**src/rtl/acc_io_port_pkg.sv**
```systemverilog
// Shared constants for the accumulator CPU I/O port: default word width,
// the memory-mapped I/O address and the IOStatus bit positions.
package acc_io_port_pkg;

  localparam int DATA_WIDTH_DEF = 16;

  // Address the memory block decodes to raise IOWrite / IORead.
  localparam logic [15:0] IO_ADDR = 16'hFFFE;

  // Bit positions inside IOStatus.
  localparam int IOSTAT_TXFULL  = 0;
  localparam int IOSTAT_RXAVAIL = 1;
  localparam int IOSTAT_TXOVF   = 2;
  localparam int IOSTAT_RXUNF   = 3;

endpackage

```
**src/rtl/io_fifo.sv**
```systemverilog
// Synchronous FIFO with a combinational head read. Callers gate push/pop so
// that a push only happens when there is room (or a pop in the same cycle)
// and a pop only happens when the FIFO holds data.
module io_fifo #(
  parameter int DEPTH      = 4,
  parameter int DATA_WIDTH = 16
) (
  input  logic                  clk,
  input  logic                  rst,
  input  logic                  push,
  input  logic                  pop,
  input  logic [DATA_WIDTH-1:0] din,
  output logic [DATA_WIDTH-1:0] dout,
  output logic                  empty,
  output logic                  full
);

  localparam int PW = $clog2(DEPTH);

  logic [PW-1:0]         rd_ptr;
  logic [PW-1:0]         wr_ptr;
  logic [PW:0]           count;
  logic [DATA_WIDTH-1:0] mem [DEPTH];

  // Pointer and occupancy bookkeeping; pointers wrap naturally at DEPTH.
  // NOTE: sequential state uses non-blocking assignments so every register
  // samples the pre-edge values, independent of statement order.
  always_ff @(posedge clk or posedge rst) begin
    if (rst) begin
      rd_ptr <= '0;
      wr_ptr <= '0;
      count  <= '0;
    end else begin
      if (push) wr_ptr <= wr_ptr + 1'b1;
      if (pop)  rd_ptr <= rd_ptr + 1'b1;
      case ({push, pop})
        2'b10:   count <= count + 1'b1;
        2'b01:   count <= count - 1'b1;
        default: count <= count;
      endcase
    end
  end

  // Word storage.
  // NOTE: storage deliberately has no reset; emptiness is tracked by count,
  // so stale contents are never observable and the array can map to RAM.
  always_ff @(posedge clk) begin
    if (push) mem[wr_ptr] <= din;
  end

  assign dout  = mem[rd_ptr];
  assign empty = (count == '0);
  assign full  = (count == (PW + 1)'(DEPTH));

endmodule

```
**src/rtl/acc_io_port.sv**
```systemverilog
// Peripheral endpoint of the accumulator CPU's memory-mapped I/O. CPU stores
// land in a TX FIFO drained to a device over valid/ready; device words land
// in an RX FIFO read back by CPU loads. Sticky error flags and occupancy are
// reported on IOStatus, all derived from registered state.
module acc_io_port
  import acc_io_port_pkg::*;
#(
  parameter int DEPTH      = 4,
  parameter int DATA_WIDTH = DATA_WIDTH_DEF
) (
  input  logic                  CLK,
  input  logic                  Reset,
  input  logic [DATA_WIDTH-1:0] IOOut,
  input  logic                  IOWrite,
  input  logic                  IORead,
  output logic [DATA_WIDTH-1:0] IOIn,
  output logic [DATA_WIDTH-1:0] DevOutData,
  output logic                  DevOutValid,
  input  logic                  DevOutReady,
  input  logic [DATA_WIDTH-1:0] DevInData,
  input  logic                  DevInValid,
  output logic                  DevInReady,
  input  logic                  ClearFlags,
  output logic [3:0]            IOStatus
);

  logic                  tx_push;
  logic                  tx_pop;
  logic                  tx_empty;
  logic                  tx_full;
  logic [DATA_WIDTH-1:0] tx_head;

  logic                  rx_push;
  logic                  rx_pop;
  logic                  rx_empty;
  logic                  rx_full;
  logic [DATA_WIDTH-1:0] rx_head;

  logic                  tx_ovf;
  logic                  rx_unf;
  logic                  tx_ovf_set;
  logic                  rx_unf_set;

  // TX handshake gating: a store into a full FIFO still fits when the head
  // leaves in the same cycle; an empty FIFO has no head to hand over.
  assign tx_pop     = !tx_empty && DevOutReady;
  assign tx_push    = IOWrite && (!tx_full || tx_pop);
  assign tx_ovf_set = IOWrite && tx_full && !tx_pop;

  // RX handshake gating: ready comes only from the registered full state.
  assign rx_push    = DevInValid && !rx_full;
  assign rx_pop     = IORead && !rx_empty;
  assign rx_unf_set = IORead && rx_empty;

  io_fifo #(
    .DEPTH      (DEPTH),
    .DATA_WIDTH (DATA_WIDTH)
  ) u_tx_fifo (
    .clk   (CLK),
    .rst   (Reset),
    .push  (tx_push),
    .pop   (tx_pop),
    .din   (IOOut),
    .dout  (tx_head),
    .empty (tx_empty),
    .full  (tx_full)
  );

  io_fifo #(
    .DEPTH      (DEPTH),
    .DATA_WIDTH (DATA_WIDTH)
  ) u_rx_fifo (
    .clk   (CLK),
    .rst   (Reset),
    .push  (rx_push),
    .pop   (rx_pop),
    .din   (DevInData),
    .dout  (rx_head),
    .empty (rx_empty),
    .full  (rx_full)
  );

  // Sticky error flags; a new error in the clear cycle keeps the flag set.
  always_ff @(posedge CLK or posedge Reset) begin
    if (Reset) begin
      tx_ovf <= 1'b0;
      rx_unf <= 1'b0;
    end else begin
      if (tx_ovf_set)      tx_ovf <= 1'b1;
      else if (ClearFlags) tx_ovf <= 1'b0;

      if (rx_unf_set)      rx_unf <= 1'b1;
      else if (ClearFlags) rx_unf <= 1'b0;
    end
  end

  // Device-facing and CPU-facing outputs; an empty RX FIFO reads as zero.
  always_comb begin
    DevOutData  = tx_head;
    DevOutValid = !tx_empty;
    DevInReady  = !rx_full;
    IOIn        = rx_empty ? '0 : rx_head;
    IOStatus                 = '0;
    IOStatus[IOSTAT_TXFULL]  = tx_full;
    IOStatus[IOSTAT_RXAVAIL] = !rx_empty;
    IOStatus[IOSTAT_TXOVF]   = tx_ovf;
    IOStatus[IOSTAT_RXUNF]   = rx_unf;
  end

endmodule

```
**config.mk**
```make
export PLATFORM = sky130hd
export DESIGN_NAME = acc_io_port
export DESIGN_NICKNAME = d
export VERILOG_FILES = /design/src/rtl/acc_io_port_pkg.sv /design/src/rtl/io_fifo.sv /design/src/rtl/acc_io_port.sv
export SDC_FILE = /design/constraint.sdc
export NUM_CORES = 1
export LEC_CHECK = 0
export CORE_MARGIN = 4
export CORE_UTILIZATION = 42
export CTS_CLUSTER_SIZE = 24
export DETAILED_ROUTE_END_ITERATION = 10
export GPL_ROUTABILITY_DRIVEN = 0
export GPL_TIMING_DRIVEN = 0
export PLACE_DENSITY = 0.75
export RECOVER_POWER = 50
export SLEW_MARGIN = 20
export SYNTH_ARGS = -nofsm -noshare
export SYNTH_HDL_FRONTEND = slang
export SYNTH_SLANG_ARGS = --single-unit
```
**constraint.sdc**
```tcl
create_clock -name CLK -period 1.9 [get_ports CLK]
set_input_delay 0.57 -clock CLK [delete_from_list [all_inputs] [get_ports CLK]]
set_output_delay 0.57 -clock CLK [all_outputs]
set_load 0.01 [all_outputs]
```
run_1/layer_met1.png
Drawn at 3 px/um. Cells faint in the background.
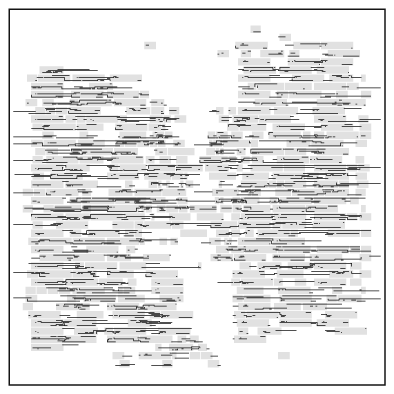
main direction = horizontal
share of all routed wire = 42%
longest straight run = 38.6 um
nets with wire on the layer = 391
DR vias: 2,840
Total Wirelength: 10,600 um
met1 Use GR: 17.9%

run_1/layer_met2.png
Drawn at 4 px/um.
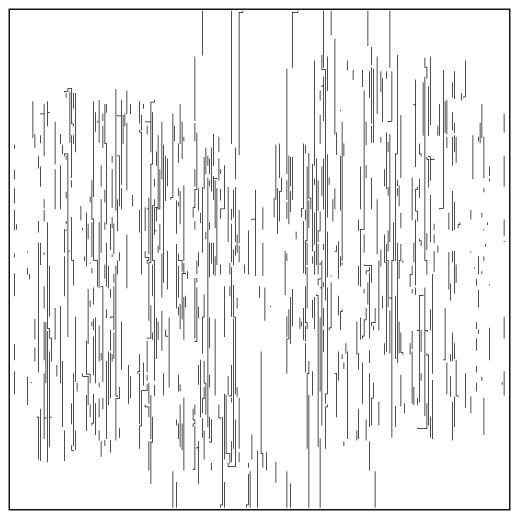
longest straight run = 62.2 um
wire length on this layer = 5,430 um
nets with wire on the layer = 404
share of all routed wire = 51%
main direction = vertical
GR Util met2: 23.5%

run_1/layer_met3.png
Drawn at 2 px/um. Cells faint in the background.
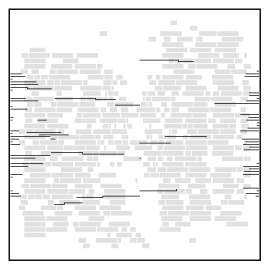
nets with wire on the layer = 62
share of all routed wire = 5.8%
met3 usage: 5.06%

==> results.txt, run 1 <==
worst slack, placed: -790 ps
Final Non-Filler Cells: 582
CTS sink cnt: 144
Mapped Cells: 273
R2R Path Start: u_rx_fifo.count[0]$_DFFE_PP0P_
die x size: 125 um
FF-to-FF path depth: 9
min-delay worst type: flip-flop to flip-flop
Clk Latency, worst-skew pair: 410 ps
status: finished, violations left
crit path DAT: 1800 ps
largest net degree at the start of global routing: 17
Site Rows: 42
CP Launch Type: flip-flop
antenna violations before repair: 0
chip footprint: 15,600 um2
HP Start: u_rx_fifo.count[2]$_DFFE_PP0P_
hpwl dp: 6580 um
#FFs+latches synth: 144
Yosys Chip Area: 5720 um2
nets: 444
WL per Instance: 18.2 um
total track usage: 14.4%
FF-to-FF End: u_rx_fifo.count[2]$_DFFE_PP0P_
Core ar.: 13,300 um2
H-tree Lvls: 4
DRC viols: 0
Initial DRT Pass Iterations: 4
Vias/cell: 4.88
tool warnings: 35
Post-DRT Antenna Nets: 0
max-slew violations: 0
crit path DRT: 1330 ps
crit path capture type: output pin
Post-synth EDFFs: 128
syn_area_per_cell: 21.0 um2
Top cells by area: edfxtp_1, mux4_2, dfrtp_1
fp_density: 43.0%
Final setup violation count: 40
internal reg-to-reg setup slack: -180 ps
Post-synth top flop: edfxtp_1
port buffer count: 76
hold path cells: 1
clock edge transition at the registers on the reported setup and hold paths: 60 ps
FILL cells: 982
Die Y-Extent: 125 um
Diodes inserted: 0
global-route wire length before repair: 17,100 um
remaining global-route overflow: 0
CTS tree: done
Crit Path Class: flip-flop to output pin
pwr dens: 1700 nW/um2
relative slew slack: 58.0%
CTS Buffer Depth: 2
min Tclk post-route: 2370 ps
synthesized net count: 324
Cell Type Count: 31
violated checks: setup timing
peak supply drop: 0.948 mV
Worst-Margin Slew: 630 ps
post-placement cell count: 525
crit path setup slack, layout: -468 ps
P&R area growth vs syn: 36.0%
cell taking the most area after synthesis: edfxtp_1
synth warn: 0
yosys cell count: 273
total I/O pin count: 77
CTS root buf: clkbuf_16
Hold EP: u_rx_fifo.count[2]$_DFFE_PP0P_
Comb area: 1410 um2
hold violation count in the final report: 0
Clock Skew: 4.87 ps
sequential fraction of the synthesis area: 74.2%
Mapped Area: 5720 um2
most frequent cells in the layout: edfxtp_1, buf_6, dlygate4sd3_1
Area leader share: 67.2%
Max-Cap Viols: 0
Fmax: 422 MHz
leakage: 0.00288 uW
==> run 1: critical path, stage by stage, from the launching register on <==
cell	delay [ps]
dfrtp_1	340
buf_6	140
buf_12	130
mux4_2	500
and2_4	160
buf_6	110
==> run 1: cell usage after synthesis (2+ instances only) <==
cell type / count
mux4_2: 24
dfrtp_1: 16
buf_4: 5
fa_1: 2
nor2_1: 2
xnor2_1: 6
xor2_1: 6
ha_1: 10
nand2_1: 2
and2_1: 20
mux2i_1: 2
or3_1: 2
edfxtp_1: 128
buf_2: 5
inv_1: 15
clkbuf_1: 2
mux4_1: 8
and3_1: 5
==> run 1: timing repair <==
action	4_1_cts	5_1_grt
endpoints found under the setup margin	138	72
gates resized	228	29
pin swaps	23	5
hold buffers	0	0
gates cloned	3	0
buffers inserted	18	8
==> run 1: where the power goes <==
part	switching, uW	internal (uW)
Combinational	2180	3130
Clock	1330	2110
Sequential	244	4230
==> run 1: worst max path at each step <==
stage	cells after the start	from	slack, ps	end
2_1_floorplan	9	u_rx_fifo.count[0]$_DFFE_PP0P_	-90	u_rx_fifo.count[2]$_DFFE_PP0P_
3_3_place_gp	4	DevOutReady	-710	u_tx_fifo.mem[0][2]$_DFFE_PP_
3_5_place_dp	4	DevOutReady	-790	u_tx_fifo.mem[3][4]$_DFFE_PP_
4_1_cts	6	u_rx_fifo.rd_ptr[0]$_DFFE_PP0P_	-560	IOIn[9]
5_1_grt	5	u_rx_fifo.rd_ptr[0]$_DFFE_PP0P_	-540	IOIn[11]
6_report	5	u_rx_fifo.rd_ptr[0]$_DFFE_PP0P_	-470	IOIn[12]
==> run 1: registers in the layout (all words and copies together), names as in the netlist <==
register / count
u_rx_fifo.rd_ptr: 2
u_tx_fifo.wr_ptr: 2
u_rx_fifo.count: 3
u_tx_fifo.rd_ptr: 2
rx_unf: 1
u_tx_fifo.mem: 64
u_rx_fifo.mem: 64
u_rx_fifo.wr_ptr: 2
u_tx_fifo.count: 3
tx_ovf: 1
==> run 1: routing by layer <==
layer,GRT usage (%),vias up,routed length (um)
li1,-,1299,-
met1,17.9,1450,4410
met2,23.5,81,5430
met3,5.06,10,610
met4,4.84,0,120
met5,0,-,0
==> run 1: final cells by class <==
class,instances,area share (%)
Multi-Input combinational cell,100,18.1
Inverter,15,0.756
Sequential cell,144,54.6
Tap cell,176,2.83
Clock buffer,17,5.47
Timing Repair Buffer,103,13.8
Buffer,12,1.87
Clock inverter,15,2.57
==> run 1: cells by family after synthesis <==
logic type	share of synthesized area (%)
buffers and inverters	2.76
adder cells (fa/ha/maj)	2.89
XOR/XNOR	1.84
AND-OR/OR-AND	0.350
multiplexers	13.9
flip-flops	74.2
AND/OR/NAND/NOR	4.13
==> run 1: stage by stage <==
stage	hold slack, ps	util (%)	power, uW	area (um2)	TNS, ps
after floorplan	446	-	6940	5760	-152
after global placement	464	50.7	8610	6740	-88080
after detailed placement	471	50.7	8750	6740	-93340
after CTS	484	57.6	13100	7660	-15070
after global routing	541	58.5	13900	7780	-16330
final	490	58.5	13200	7780	-13780
--- run 2 (diff from run 1) ---
--- a/config.mk
+++ b/config.mk
@@ -5,6 +5,7 @@
 export SDC_FILE = /design/constraint.sdc
 export NUM_CORES = 1
 export LEC_CHECK = 0
+export CAP_MARGIN = 20
 export CORE_MARGIN = 4
 export CORE_UTILIZATION = 42
 export CTS_CLUSTER_SIZE = 24
run_2/congestion.png
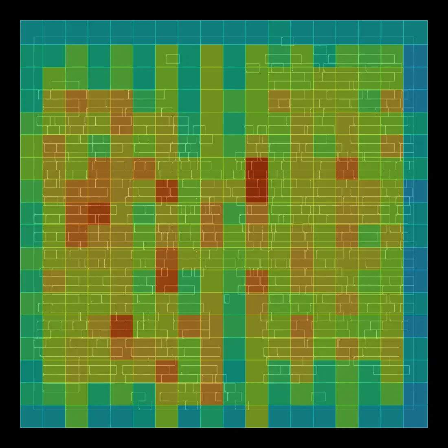
final core occ: 58.5%
WL per Instance: 18.2 um

run_2/layer_met1.png
Drawn at 3 px/um. Cells faint in the background.
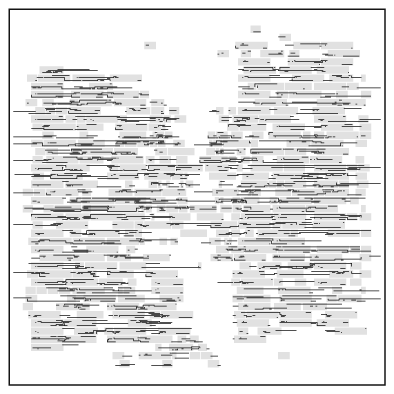
main direction = horizontal
share of all routed wire = 42%
nets with wire on the layer = 391

==> run 2 against run 1 <==
  * The flow still finishes with violations (setup timing)
  * Clock power is essentially flat
  * Register-to-register slack is essentially flat
  * Combinational power barely moved
  * Critical path depth did not move
  * Wire length stayed put
  * Setup slack unchanged
  * Global-route usage stayed put
  * Critical path type unchanged
==> results.txt, run 2 <==
Final setup violation count: 40
hold_buf cts: 0
most frequent CP cell: buf_6
relative slew slack: 58.0%
Crit Path Class: flip-flop to output pin
Die Y-Extent: 125 um
Sw Ratio: 28.3%
crit path setup slack, layout: -468 ps
share of cells above drive strength 1: 44.3%
fp_density: 43.0%
Top cells by area: edfxtp_1, mux4_2, dfrtp_1
hpwl dp: 6580 um
nets: 444
Post-synth top flop: edfxtp_1
DR vias: 2,840
P&R area growth vs syn: 36.0%
Synth top cells by count: edfxtp_1, mux4_2, and2_1
total track usage: 14.4%
Post-synth EDFFs: 128
crit path DRT: 1330 ps
Vias/cell: 4.88
Clk Latency, worst-skew pair: 410 ps
#FFs+latches synth: 144
Max-Cap Viols: 0
vias in the first global route: 3,120
DRC viols: 0
max-slew violations: 0
antenna violations before repair: 0
cell family with most CP delay: multiplexers
Critical path buffers and inverters: 3
port buffer count: 76
largest net degree at the start of global routing: 17
hold violation count in the final report: 0
cell taking the most area after synthesis: edfxtp_1
Diodes inserted: 0
Post-DRT Antenna Nets: 0
CTS Buffer Depth: 2
Site Rows: 42
crit path DAT: 1800 ps
worst slack, placed: -790 ps
Initial DRT Pass Iterations: 4
worst hold margin: 490 ps
Critical-path top delay cell: mux4_2
P_int: 9480 uW
die x size: 125 um
synthesized net count: 324
min Tclk post-route: 2370 ps
global-route wire length before repair: 17,100 um
violated checks: setup timing
chip footprint: 15,600 um2
min-delay worst type: flip-flop to flip-flop
H-tree Lvls: 4
Mapped Area: 5720 um2
total I/O pin count: 77
synth warn: 0
worst-path cell chain: buf_6, buf_12, mux4_2, and2_4, buf_6
status: finished, violations left
CTS tree: done
crit path capture type: output pin
peak supply drop: 0.948 mV
largest registers: u_rx_fifo.mem x64, u_tx_fifo.mem x64
crit-path max cell delay: 500 ps
most numerous cell in the Yosys netlist: edfxtp_1
pwr dens: 1700 nW/um2
leakage: 0.00288 uW
tool warnings: 35
most frequent cells in the layout: edfxtp_1, buf_6, dlygate4sd3_1
Core ar.: 13,300 um2
Total Wirelength: 10,600 um
sequential fraction of the synthesis area: 74.2%
Fmax: 422 MHz
Seq pwr share: 33.9%
Psw: 3750 uW
remaining global-route overflow: 0
CTS root buf: clkbuf_16
Cell Type Count: 31
CP Launch Type: flip-flop
Worst-Margin Slew: 630 ps
Mapped Cells: 273
Clk pwr share: 26.0%
syn_area_per_cell: 21.0 um2
Area leader share: 67.2%
==> run 2: cell counts in the layout (fill, tap and decap cells not counted) <==
Identical to the previous run, type by type.
==> run 2: cell type report <==
type	count	area (um2)	area share (%)
clock buffers	17	425	5.47
flip-flops and latches	144	4250	54.6
multi-input cells	100	1410	18.1
repair buffers	103	1080	13.8
clock inverters	15	200	2.57
well taps	176	220	2.83
inverters	15	58.8	0.756
plain buffers	12	145	1.87
==> run 2: worst reg2reg max path, delay by kind of cell, from the launching register on <==
kind                     cells  cell delay (ps)
AND/OR/NAND/NOR              3              680
XOR/XNOR                     2              310
flip-flops                   1              400
adder cells (fa/ha/maj)      2              350
buffers and inverters        2              230
==> run 2: what timing repair did <==
item,4_1_cts,5_1_grt
gates cloned,3,0
endpoints found under the hold margin,0,0
resized,228,29
endpoints found under the setup margin,138,72
pin swaps,23,5
setup buffers,18,8
==> run 2: path summary, 6_finish.rpt <==
check	from	endpoint	slack, ps	depth (start not counted)
worst max-delay path	u_rx_fifo.rd_ptr[0]$_DFFE_PP0P_	IOIn[12]	-470	5
max in group asynchronous	Reset	u_tx_fifo.count[0]$_DFFE_PP0P_	750	2
worst min register to register	u_rx_fifo.count[2]$_DFFE_PP0P_	u_rx_fifo.count[2]$_DFFE_PP0P_	490	1
worst max register to register	u_rx_fifo.count[0]$_DFFE_PP0P_	u_rx_fifo.count[2]$_DFFE_PP0P_	-180	9
min in group asynchronous	Reset	u_rx_fifo.rd_ptr[1]$_DFFE_PP0P_	700	2
worst min-delay path	u_rx_fifo.count[2]$_DFFE_PP0P_	u_rx_fifo.count[2]$_DFFE_PP0P_	490	1
==> run 2: kinds of logic after synthesis <==
kind of cell / Yosys count / synth area share, %
AND/OR/NAND/NOR: 37 / 4.13
XOR/XNOR: 12 / 1.84
AND-OR/OR-AND: 3 / 0.350
flip-flops: 144 / 74.2
adder cells (fa/ha/maj): 12 / 2.89
buffers and inverters: 29 / 2.76
multiplexers: 36 / 13.9
==> run 2: stage by stage <==
stage               cell area, um2  power, uW  std cells  setup TNS, ps  utilization, %
floorplan                     5760       6940        273           -152               -
CTS                           7660      13100        577         -15070            57.6
detailed placement            6740       8750        525         -93340            50.7
global route                  7780      13900        582         -16330            58.5
finish                        7780      13200        582         -13780            58.5
global placement              6740       8610        525         -88080            50.7
==> run 2: power groups by stage <==
stage                     clock network, uW  logic (uW)  registers [uW]
after global placement                    0        4120            4500
after floorplan                           0        2470            4460
final                                  3440        5310            4480
after CTS                              3520        5060            4480
after global routing                   3660        5710            4540
after detailed placement                  0        4190            4550
==> run 2: routing by layer <==
layer	global-route usage [%]	vias to the layer above	part of all wire [%]
met4	4.84	0	1.1
met2	23.5	81	51
met3	5.06	10	5.8
met1	17.9	1450	42
met5	0	-	0
li1	-	1299	-
--- run 3 (diff from run 2) ---
--- a/config.mk
+++ b/config.mk
@@ -6,7 +6,7 @@
 export NUM_CORES = 1
 export LEC_CHECK = 0
 export CAP_MARGIN = 20
-export CORE_MARGIN = 4
+export CORE_MARGIN = 2
 export CORE_UTILIZATION = 42
 export CTS_CLUSTER_SIZE = 24
 export DETAILED_ROUTE_END_ITERATION = 10
run_3/layer_met1.png
Drawn at 3 px/um. Cells faint in the background.
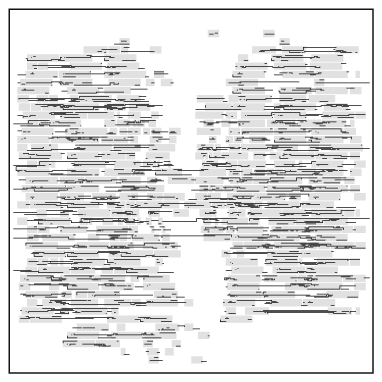
nets with wire on the layer = 394
wire length on this layer = 4,650 um
main direction = horizontal
longest straight run = 40.0 um
share of all routed wire = 42%
met1 Use GR: 20.8%
Total Wirelength: 11,000 um
DR vias: 2,939

==> run 3 against run 2 <==
  * The run still ends with setup timing left
  * Total power decreased by 0.99%
  * Synthesized cell count unchanged
  * Global-route usage is 2.0 points higher
  * Clock power is 11% lower
  * Highest routed layer is now met5
  * Largest power group unchanged
  * First-iteration DRC count rose by 4.8%
==> results.txt, run 3 <==
Post-synth EDFFs: 128
hold violation count in the final report: 0
total I/O pin count: 77
max-slew violations: 0
most frequent cells in the layout: edfxtp_1, buf_6, dlygate4sd3_1
Mapped Area: 5720 um2
Cell Type Count: 31
vias in the first global route: 3,243
sequential fraction of the synthesis area: 74.2%
DRC viols: 0
status: finished, violations left
Site Rows: 42
WL per Instance: 18.5 um
remaining global-route overflow: 0
CTS root buf: clkbuf_16
yosys cell count: 273
die x size: 121 um
tool warnings: 35
most frequent CP cell: buf_8
largest net degree at the start of global routing: 17
Post-synth top flop: edfxtp_1
CTS sink cnt: 144
violated checks: setup timing
Post-DRT Antenna Nets: 0
Area leader share: 67.2%
worst-path cell chain: buf_8, buf_8, buf_12, mux4_2, and2_4, buf_6
H-tree Lvls: 4
Core ar.: 13,300 um2
clock edge transition at the registers on the reported setup and hold paths: 60 ps
Yosys Chip Area: 5720 um2
crit path DRT: 1330 ps
final core occ: 58.8%
synth warn: 0
post-placement cell count: 525
Clk Latency, worst-skew pair: 410 ps
pwr dens: 1670 nW/um2
chip footprint: 14,600 um2
Synth top cells by count: edfxtp_1, mux4_2, and2_1
most numerous cell in the Yosys netlist: edfxtp_1
cell family with most CP delay: multiplexers
Max-Cap Viols: 0
Top cells by area: edfxtp_1, mux4_2, dfrtp_1
FF-to-FF path depth: 11
largest registers: u_rx_fifo.mem x64, u_tx_fifo.mem x64
global-route wire length before repair: 17,300 um
crit path setup slack, layout: -574 ps
cell taking the most area after synthesis: edfxtp_1
Initial DRT Pass Iterations: 4
crit path DAT: 1900 ps
relative slew slack: 55.8%
crit-path max cell delay: 500 ps
Final setup violation count: 40
run_3/layer_met4.png
Drawn at 2 px/um. Cells faint in the background.
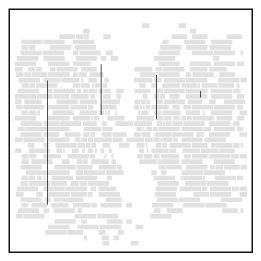
main direction = vertical
nets with wire on the layer = 3
longest straight run = 61.9 um

[run 3: cell counts after synthesis]
No cell type changed its count.
[run 3: area by class of cell]
type,count,area [um2]
clock inverters,12,113
multi-input cells,100,1420
well taps,176,220
repair buffers,115,1170
inverters,15,58.8
fillers,988,5480
flip-flops and latches,144,4250
clock buffers,20,437
plain buffers,12,153
[run 3: worst paths after layout]
path / start / end / slack (ps)
min in group asynchronous: Reset / u_tx_fifo.wr_ptr[0]$_DFFE_PP0P_ / 720
hold / removal: u_rx_fifo.count[2]$_DFFE_PP0P_ / u_rx_fifo.count[2]$_DFFE_PP0P_ / 510
setup / recovery: u_rx_fifo.rd_ptr[0]$_DFFE_PP0P_ / IOIn[9] / -570
max in group asynchronous: Reset / u_tx_fifo.count[1]$_DFFE_PP0P_ / 710
hold reg to reg: u_rx_fifo.count[2]$_DFFE_PP0P_ / u_rx_fifo.count[2]$_DFFE_PP0P_ / 510
setup reg to reg: u_tx_fifo.count[1]$_DFFE_PP0P_ / u_tx_fifo.count[2]$_DFFE_PP0P_ / -180
[run 3: timing repair]
action                     in CTS  in global routing
gates resized                 239                 35
setup endpoints to repair     154                168
buffers inserted               35                  9
pin swaps                      19                  7
cloned                          3                  1
[run 3: kinds of logic (layout without fill, tap and decap cells)]
family	after synthesis	count (layout)	synth area share [%]
buffers and inverters	29	174	2.76
muxes	36	36	13.9
adders and majority gates	12	12	2.89
AOI/OAI and AO/OA	3	3	0.350
xor gates and xnor gates	12	12	1.84
DFF	144	144	74.2
and+or+nand+nor	37	37	4.13
[run 3: worst reg2reg max path: cells and delay by family (launching register included)]
kind                       cells  cell delay, ps
xor gates and xnor gates       2             310
adders and majority gates      2             450
buffers and inverters          4             330
DFF                            1             400
and+or+nand+nor                3             510
[run 3: stage by stage]
stage / power [uW] / setup TNS (ps) / worst slack [ps] / cell area [um2] / hold slack, ps
after floorplan: 6940 / -152 / -92.6 / 5760 / 446
after global placement: 8610 / -85690 / -669 / 6740 / 471
after detailed placement: 8720 / -87280 / -696 / 6740 / 481
after CTS: 13100 / -16750 / -601 / 7770 / 501
after global routing: 13800 / -17560 / -651 / 7820 / 529
final: 13100 / -14890 / -574 / 7820 / 512
[run 3: metal layers]
layer | vias up | routed length, um | GRT usage [%]
met5 | - | 13 | 0
met4 | 2 | 111 | 4.36
met3 | 12 | 648 | 5.09
met2 | 94 | 5570 | 27.3
met1 | 1505 | 4650 | 20.8
li1 | 1326 | - | -
[run 3: power by group]
part           switching [uW]  internal (uW)
clock                    1250           1800
sequential                257           4240
combinational            2250           3290
total                    3760           9340
Power figures rest on the tool's default switching activity, not on a simulated workload.
